==> config.mk <==
export PLATFORM = sky130hd
export DESIGN_NAME = ins_fetch
export DESIGN_NICKNAME = d
export VERILOG_FILES = /design/src/rtl/ins_fetch.sv
export SDC_FILE = /design/constraint.sdc
export NUM_CORES = 1
export LEC_CHECK = 0
export ABC_AREA = 1
export CAP_MARGIN = 20
export CORE_MARGIN = 5
export CORE_UTILIZATION = 32
export DETAILED_ROUTE_END_ITERATION = 16
export PLACE_DENSITY = 0.47
export SLEW_MARGIN = 30
export SYNTH_ARGS = -nofsm -noshare
export SYNTH_HDL_FRONTEND = slang
export SYNTH_SLANG_ARGS = --single-unit
==> constraint.sdc <==
create_clock -name clk -period 2.7 [get_ports clk]
set_input_delay 0.405 -clock clk [delete_from_list [all_inputs] [get_ports clk]]
set_output_delay 0.405 -clock clk [all_outputs]
set_load 0.01 [all_outputs]
==> src/rtl/ins_fetch.sv <==
// Instruction fetch/sequencer with a 32x20 program store feeding the cpum datapath.
// Optional single-step control is enabled by defining INS_FETCH_STEP_EN.
module ins_fetch (
  input  logic        clk,
  input  logic        rst_n,
  input  logic        load_en,
  input  logic [4:0]  load_addr,
  input  logic [19:0] load_data,
  input  logic        run,
  input  logic        zf,
  input  logic        sf,
`ifdef INS_FETCH_STEP_EN
  input  logic        step,
`endif
  output logic [19:0] ins,
  output logic [4:0]  pc,
  output logic        busy,
  output logic        halted
);

  typedef enum logic [1:0] {IDLE, RUN, WAIT, HALT} state_t;

  state_t      state;
  logic [19:0] mem [32];
  logic [4:0]  tgt;
  logic        cond_z;
  logic [19:0] w;
  logic [3:0]  op;
  logic [4:0]  pc_inc;
  logic        adv;
  logic        cond;

  assign w      = mem[pc];
  assign op     = w[19:16];
  assign pc_inc = pc + 5'd1;
  assign cond   = cond_z ? zf : sf;

`ifdef INS_FETCH_STEP_EN
  assign adv = step;
`else
  assign adv = 1'b1;
`endif

  // Store has no reset so a program survives rst_n; writes only while not executing.
  always_ff @(posedge clk) begin
    if (rst_n && load_en && (state == IDLE || state == HALT))
      mem[load_addr] <= load_data;
  end

  always_ff @(posedge clk) begin
    if (!rst_n) begin
      state  <= IDLE;
      pc     <= '0;
      ins    <= '0;
      busy   <= 1'b0;
      halted <= 1'b0;
      tgt    <= '0;
      cond_z <= 1'b0;
    end else begin
      ins <= '0;
      case (state)
        IDLE, HALT: begin
          if (!load_en && run) begin
            pc     <= '0;
            state  <= RUN;
            busy   <= 1'b1;
            halted <= 1'b0;
          end
        end
        RUN: begin
          if (adv) begin
            case (op)
              4'hF: begin
                state  <= HALT;
                busy   <= 1'b0;
                halted <= 1'b1;
              end
              4'hE: pc <= w[4:0];
              4'hD, 4'hC: begin
                tgt    <= w[4:0];
                cond_z <= (op == 4'hD);
                state  <= WAIT;
              end
              default: begin
                ins <= w;
                pc  <= pc_inc;
              end
            endcase
          end
        end
        WAIT: begin
          // Flags are sampled here, one bubble after the branch was decoded.
          if (adv) begin
            pc    <= cond ? tgt : pc_inc;
            state <= RUN;
          end
        end
        default: state <= IDLE;
      endcase
    end
  end

endmodule
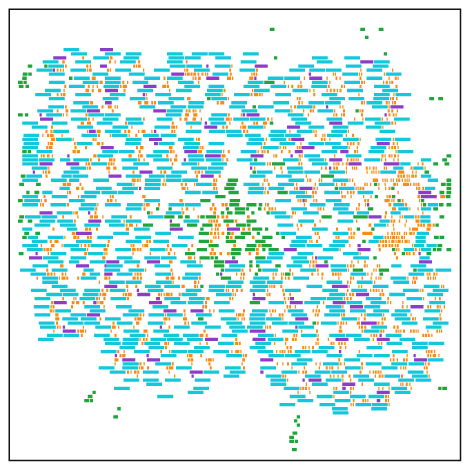
class_map.png
(1.5 px per um)
[orange] remaining logic cells | cells: 1316 | share of their area: 20%
[purple] clock drivers and dummy loads | cells: 134 | share of their area: 7.7%
[cyan] registers | cells: 680 | share of their area: 65%
[green] remaining buffers and delay cells | cells: 188 | share of their area: 7.2%
core footprint: 83400 um2
Design Area, Final: 32300 um2

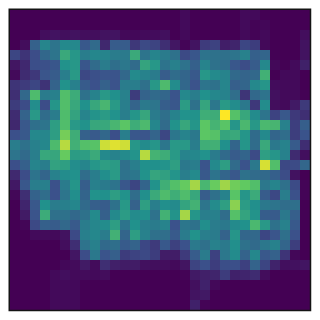
route_heat.png
(1 px per um) 30 x 30 tiles, from dark purple (low) to yellow (high), scaled to the fullest tile. Values are wire area over tile area, all layers added.
emptiest ninth of the die: south-west
tiles over half the peak: 19%
nearly empty tiles: 23%
mean over tiles: 0.14
fullest tile: 0.51
WL per Instance: 23.6 um
Total GRT Usage: 17.4%
vias: 17600

==> results.yml <==
# physical design summary
status:
  status: "completed"
synthesis:
  ys_ff: 680
  ff_type: "edfxtp_1"
  synth.top_cell.area_share_pct: 71.5
critical_path:
  cp-start-kind: "flop"
  crit_buf_inv: 2
  cp_slowest_stage_delay_ns: 0.50
finish:
  ff_count: 680
  comb_area_um2: 6110
  sh_seq_area_pct: 62.0
  num-multi-input-gates: 1269
  buf_share_pct: 6.90
  instances_no_fill: 3398
  final_util_pct: 38.7
  area_growth_pct: 20.1
  antenna_cells: 0
hold_path:
  holdPathStages: 2
final_timing:
  post-route-worst-setup-slack_ns: 0.265
  finalHoldViolations: 0
  relSlewSlack_pct: 58.1
  tns_ns: 0
  worstMarginPinSlew_ns: 0.626
  max_freq_ghz: 0.411
cts:
  ctsHoldBuffers: 0
  clock-sinks: 680
  h-tree-depth: 3
  clock-root-buffer: "clkbuf_16"
  cts_tree: "built"
  clock_path_buffers: 3
routing:
  postRouteWirelength_um: 80100
  viasPerCell: 5.18
  highest_layer: "met5"
placement:
  dp_slack_ns: 0.0228
  detailed_place_hpwl_um: 46400
power:
  peakVddDrop_mv: 0.502
  powerDensity_nw_per_um2: 818
grt:
  grt_use_met2_pct: 27.2
  use_met3_pct: 3.50
floorplanning:
  rows: 106
  ioPinCount: 58
  taps: 1080
  initCoreUtil_pct: 32.2
-- placed cells by master (no fill, tap or decap), drive strengths merged --
master,instances
o21a,11
bufinv,7
o211ai,44
o22ai,34
o21ai,250
clkdlybuf4s50,57
nand2,303
nand4,1
a31oi,1
nand3,207
nor2,315
mux2i,1
buf,129
ha,3
inv,49
a21oi,42
xor2,2
edfxtp,640
clkbuf,96
dfxtp,40
clkinv,26
o221ai,54
xnor2,1
clkinvlp,5
-- sequential cells by signal, summed over array words and instances (netlist names), named ones only --
register / count
busy: 1
cond_z: 1
halted: 1
ins: 20
mem: 640
pc: 5
state: 2
tgt: 5
-- where the power goes --
part	leakage, nW	switching, mW	internal [mW]
Sequential	6.08	0.131	11.7
Combinational	3.60	3.13	1.44
Clock	1.15	4.16	5.83
Power and IR drop assume default switching activity.
